==> images/placement_by_type.png <==
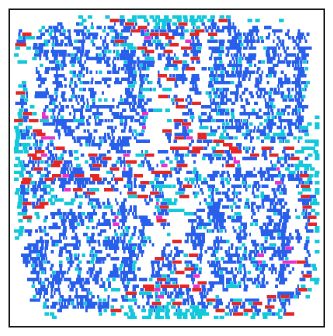
==> images/io_placement.png <==
Pins as bars across the die edge, other pins in grey.
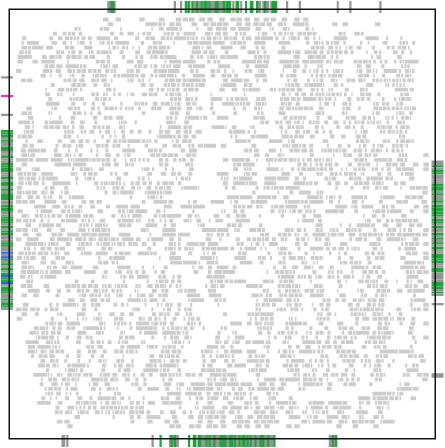
==> images/clk_routes.png <==
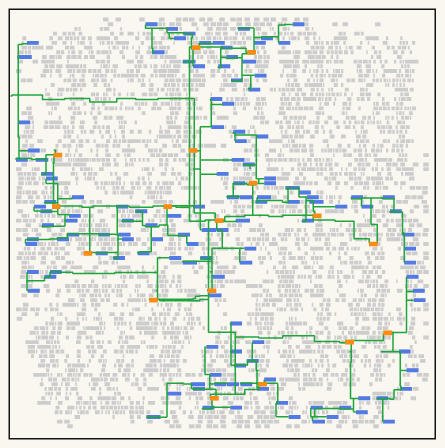
--- config.mk ---
export PLATFORM = sky130hd
export DESIGN_NAME = key_schedule_iter
export DESIGN_NICKNAME = d
export VERILOG_FILES = /design/src/rtl/aes_pkg.sv /design/src/rtl/aes_sbox.sv /design/src/rtl/key_schedule_iter.sv
export SDC_FILE = /design/constraint.sdc
export NUM_CORES = 1
export LEC_CHECK = 0
export ABC_CLOCK_PERIOD_IN_PS = 4000
export CAP_MARGIN = 20
export CORE_AREA = 3 3 244 246
export CTS_BUF_LIST = sky130_fd_sc_hd__clkbuf_8
export DETAILED_ROUTE_END_ITERATION = 10
export DIE_AREA = 0 0 247 249
export SLEW_MARGIN = 5
export SYNTH_ARGS = -nofsm -noshare
export SYNTH_HDL_FRONTEND = slang
export SYNTH_SLANG_ARGS = --single-unit
--- constraint.sdc ---
create_clock -name clk -period 4 [get_ports clk]
set_clock_uncertainty 0.2 [all_clocks]
set_input_delay 1 -clock clk [delete_from_list [all_inputs] [get_ports clk]]
set_output_delay 1 -clock clk [all_outputs]
set_load 0.05 [all_outputs]
--- src/rtl/aes_pkg.sv ---
// Shared AES definitions: round count, word and round-index types, FSM
// encoding and the key-expansion round constants.
package aes_pkg;

  localparam int AES_ROUNDS = 10;

  typedef logic [31:0] word_t;
  typedef logic [3:0]  round_t;

  typedef enum logic {
    IDLE = 1'b0,
    EMIT = 1'b1
  } state_t;

  // Round constant for the word that starts round r (1..10); zero elsewhere.
  function automatic logic [7:0] rcon(input round_t r);
    logic [7:0] rc;
    case (r)
      4'd1:    rc = 8'h01;
      4'd2:    rc = 8'h02;
      4'd3:    rc = 8'h04;
      4'd4:    rc = 8'h08;
      4'd5:    rc = 8'h10;
      4'd6:    rc = 8'h20;
      4'd7:    rc = 8'h40;
      4'd8:    rc = 8'h80;
      4'd9:    rc = 8'h1b;
      4'd10:   rc = 8'h36;
      default: rc = 8'h00;
    endcase
    return rc;
  endfunction

endpackage

--- src/rtl/aes_sbox.sv ---
// AES forward S-box: purely combinational 256-entry byte substitution.
module aes_sbox (
  input  logic [7:0] value,
  output logic [7:0] subst
);

  // Entry 0 sits in the most significant byte, entry 255 in the least.
  localparam logic [2047:0] SBOX_TABLE = {
    128'h637c777bf26b6fc53001672bfed7ab76,
    128'hca82c97dfa5947f0add4a2af9ca472c0,
    128'hb7fd9326363ff7cc34a5e5f171d83115,
    128'h04c723c31896059a071280e2eb27b275,
    128'h09832c1a1b6e5aa0523bd6b329e32f84,
    128'h53d100ed20fcb15b6acbbe394a4c58cf,
    128'hd0efaafb434d338545f9027f503c9fa8,
    128'h51a3408f929d38f5bcb6da2110fff3d2,
    128'hcd0c13ec5f974417c4a77e3d645d1973,
    128'h60814fdc222a908846eeb814de5e0bdb,
    128'he0323a0a4906245cc2d3ac629195e479,
    128'he7c8376d8dd54ea96c56f4ea657aae08,
    128'hba78252e1ca6b4c6e8dd741f4bbd8b8a,
    128'h703eb5664803f60e613557b986c11d9e,
    128'he1f8981169d98e949b1e87e9ce5528df,
    128'h8ca1890dbfe6426841992d0fb054bb16
  };

  assign subst = SBOX_TABLE[2047 - 8*int'(value) -: 8];

endmodule

--- src/rtl/key_schedule_iter.sv ---
// Iterative AES-128 key expansion: loads a cipher key and streams round
// keys 0..10 over valid/ready, computing the next key from the registered
// current key on every accepted beat.
module key_schedule_iter
  import aes_pkg::*;
#(
  parameter int NUM_ROUNDS = 10
) (
  input  logic         clk,
  input  logic         rst,
  input  logic [127:0] key_in,
  input  logic         key_load,
  output logic         busy,
  output logic [127:0] rk_out,
  output logic [3:0]   rk_round,
  output logic         rk_last,
  output logic         rk_valid,
  input  logic         rk_ready
);

  if (NUM_ROUNDS != AES_ROUNDS) begin : g_bad_rounds
    $error("key_schedule_iter: NUM_ROUNDS must be %0d", AES_ROUNDS);
  end

  localparam round_t LAST_ROUND = round_t'(NUM_ROUNDS);

  state_t state, state_nxt;
  logic   load_en, step_en;

  word_t  w0, w1, w2, w3;
  word_t  rot_w, sub_w, t_w;
  word_t  n0, n1, n2, n3;
  round_t next_round;

  // Next round key, derived only from the registered current key.
  assign {w0, w1, w2, w3} = rk_out;
  assign rot_w      = {w3[23:0], w3[31:24]};
  assign next_round = rk_round + 4'd1;

  for (genvar i = 0; i < 4; i++) begin : g_subword
    aes_sbox u_sbox (
      .value (rot_w[8*i +: 8]),
      .subst (sub_w[8*i +: 8])
    );
  end

  assign t_w = sub_w ^ {rcon(next_round), 24'h000000};
  assign n0  = w0 ^ t_w;
  assign n1  = w1 ^ n0;
  assign n2  = w2 ^ n1;
  assign n3  = w3 ^ n2;

  assign busy     = (state == EMIT);
  assign rk_valid = (state == EMIT);
  assign rk_last  = rk_valid && (rk_round == LAST_ROUND);

  // Next-state and datapath enables: load from IDLE, step or finish on a beat in EMIT.
  always_comb begin
    // NOTE: every output of this block gets a default first, so no path can infer a latch.
    state_nxt = state;
    load_en   = 1'b0;
    step_en   = 1'b0;
    case (state)
      IDLE: begin
        if (key_load) begin
          load_en   = 1'b1;
          state_nxt = EMIT;
        end
      end
      EMIT: begin
        if (rk_ready) begin
          if (rk_round == LAST_ROUND) begin
            state_nxt = IDLE;
          end else begin
            step_en = 1'b1;
          end
        end
      end
      default: state_nxt = IDLE;
    endcase
  end

  // State register; reset abandons any sequence in flight.
  always_ff @(posedge clk) begin
    // NOTE: sequential state uses non-blocking assignments so all registers update together.
    if (rst) begin
      state <= IDLE;
    end else begin
      state <= state_nxt;
    end
  end

  // Round key and index registers: load, advance on a beat, otherwise hold.
  always_ff @(posedge clk) begin
    // NOTE: the key register is reset (not left unknown) because rk_out must read zero after reset.
    if (rst) begin
      rk_out   <= '0;
      rk_round <= '0;
    end else if (load_en) begin
      rk_out   <= key_in;
      rk_round <= '0;
    end else if (step_en) begin
      rk_out   <= {n0, n1, n2, n3};
      rk_round <= next_round;
    end
  end

endmodule

==> metrics.cfg <==
[grt]
grt_max_degree = 107
antenna_found_initial = 11
grt_pass1_vias = 26300
grt_usage = 0.367
grt_pass1_wl_um = 174000
globalRouteOverflowTotal = 0

[power]
p_comb_frac = 0.762
powerClk_mw = 1.28
maxPowerGroup = combinational cells
clkPwrFrac = 0.095
powerSeq_mw = 1.92
p_int_mw = 6.25
netSwitchingPower_mw = 7.18
pg_comb_mw = 10.2
sequentialPowerShare = 0.143
ir_worst_vdd_mv = 0.284
p_leak_nw = 10.2
p_sw_frac = 0.535
powerDensity_mw_per_mm2 = 486

[final_timing]
rsz0062_at_grt = no
final-hold-violation-count = 0
fin_crit_ns = 3.95
relSlewSlack = 0.303
final_max_slew_viol_count = 0
tightestPinTransition_ns = 1.04
fin_ws_ns = 0.0470
finalSetupTns_ns = 0
setup_viol_count_final = 0
fin_crit_sh = 0.988
fmax_mhz = 253

[drt]
via_count = 28500
wire_per_inst_um = 28.5
drc = 0
antenna_left = 0
vias_per_cell = 6.85
dr.pass1.iters = 8
wirelength_um = 118000
drtIter0Drc = 4924

[clock_network]
cts_max_level = 4
clockRootBuffer = clkbuf_8
clk_latency_ns = 0.57
cts.sinks = 133
cts_tree = done
numCtsBuffers = 17
cts_hold_buf = 0
cts_max_path_buffers = 2
clk_pin_slew_worst_paths_ns = 0.08

[yosys]
numSynthFlops = 133
ys_seq_frac = 0.122
ff_type = dfxtp_1
syn-cell-area_mm2 = 0.0218
ys_types = 92
synthCells = 3091
syn_area_per_cell_um2 = 7.05
ys_cells = 3091
yosys_warnings = 0
synth_nets = 3287
async_reset_ff_frac = 0
synth-area-yosys_mm2 = 0.0218
edf_count = 0

[placement]
pre_cts_ws_ns = -0.103
gp_congestion = 1.03
port_buffers = 266
dp_hpwl_um = 86100

[layout]
drive_above_1_share = 0.174
nFillCells = 5739
final_nets = 3568
syn2layout_area_growth_pct = 26.8
final_common_cell = buf_4
final_cell_mix = 329 x buf_4, 284 x nand2_1, 264 x clkdlybuf4s50_1

[job]
warnings = 84
cap_violations = 0

[floorplanning]
core_mm2 = 0.0576
die_y_um = 249
fp-utilization = 0.378
chip_area_mm2 = 0.0615
die_w_um = 247
io_pins = 267
fp-row-count = 88

[critical_path]
worstPathRequired_ns = 4.29
arrival_ns = 4.24
cp_max_fo = 24
critPathLaunchType = flop
rrSetupSlack_ns = 0.05
endpoint_kind = flop
path_class = flop to flop

[hold_path]
min_path_type = flop to flop

[outcome]
status = finished, final reports clean

Notes on placement_by_type.png above:
| class | colour | cells |
|---|---|---|
| clock drivers and dummy loads | magenta | 32 |
| sequential cells | red | 133 |
| combinational and other logic | blue | 2596 |
| remaining buffers and delay cells | cyan | 624 |

Notes on io_placement.png above:
| port | colour | pins | direction | edge |
|---|---|---|---|---|
| `clk` | magenta | 1 | input | left |
| `rk_round` | blue | 4 | output | left |
| `key_in` | green | 128 | input | 41 left, 31 bottom, 30 right, 26 top |

Notes on clk_routes.png above:
[flip-flops] blue | count: 133
[clock drivers] orange | count: 17
[clock wires] green | length: 2760 um
routed clock nets: 18
flops lie: widely spread

-- synthesized netlist by cell type, drive strengths merged, types with 57 or more instances --
cell type,number,area share
nor2,199,0.034
nor3,79,0.018
xnor2,79,0.032
a211oi,58,0.020
o21ai,191,0.044
mux4,57,0.059
buf,158,0.035
dfxtp,133,0.12
nand3,123,0.028
nor2b,76,0.022
nand2b,112,0.032
o211ai,57,0.020
clkbuf,204,0.035
a31oi,106,0.030
a21oi,233,0.054
ha,63,0.036
nand2,285,0.049
-- registers in the layout (all words and copies together), names as in the netlist --
register / flops
rk_out: 128
rk_round: 4
busy: 1
-- logic make-up after synthesis --
logic type	Yosys count	synth area share
DFF	133	0.122
AOI/OAI and AO/OA	1142	0.361
adders and majority gates	65	0.0376
buffers and inverters	418	0.0799
and+or+nand+nor	1085	0.250
xor gates and xnor gates	126	0.0592
muxes	122	0.0900
-- path summary, 6_finish.rpt --
| kind | from | depth (start not counted) | endpoint |
|---|---|---|---|
| setup / recovery | rk_out[9]$_SDFFE_PP0P_ | 10 | rk_out[23]$_SDFFE_PP0P_ |
| hold reg to reg | rk_out[86]$_SDFFE_PP0P_ | 2 | rk_out[86]$_SDFFE_PP0P_ |
| setup reg to reg | rk_out[9]$_SDFFE_PP0P_ | 10 | rk_out[23]$_SDFFE_PP0P_ |
| hold / removal | rk_out[86]$_SDFFE_PP0P_ | 2 | rk_out[86]$_SDFFE_PP0P_ |
-- through the flow --
stage	power, mW	cell area, um^2	hold slack (ns)	util	std cells
floorplan	7.79	21800	0.497	-	3091
global placement	11.7	27000	0.287	0.469	4113
detailed placement	11.6	27000	0.298	0.469	4113
CTS	13.0	27400	0.311	0.476	4146
global route	14.0	27600	0.348	0.480	4154
finish	13.4	27600	0.312	0.480	4157
-- what timing repair did --
action | CTS | global route
pin swaps | 1 | 3
setup buffers | 1 | 4
gates cloned | 0 | 0
endpoints found under the setup margin | 7 | 47
resized | 4 | 32
-- cell type report --
type / instances / area [um^2] / share of cell area
Multi-Input combinational cell: 2540 / 17600 / 0.637
Antenna cell: 7 / 17.5 / 0.000634
Sequential cell: 133 / 2720 / 0.0984
Inverter: 56 / 220 / 0.00797
Tap cell: 765 / 957 / 0.0346
Clock buffer: 20 / 275 / 0.00996
Timing Repair Buffer: 624 / 5720 / 0.207
Clock inverter: 12 / 128 / 0.00462
-- per-layer routing --
metal / track usage / up-vias / routed length [um]
met5: 0 / - / 60
met4: 0.167 / 8 / 6290
met3: 0.101 / 402 / 14800
met2: 0.532 / 2197 / 50100
met1: 0.503 / 13600 / 47100
li1: - / 12300 / -
-- worst max-delay path: stages, from the launching register on --
cell and delay, ns:
dfxtp_4 0.47, buf_4 0.33, ha_2 0.46, o21ai_0 0.26, mux4_2 0.54, a221oi_1 0.41
o31ai_1 0.21, xor2_1 0.36, xnor2_2 0.16, a211o_1 0.31, a21oi_1 0.17
Power is estimated from default activity; no workload was simulated.
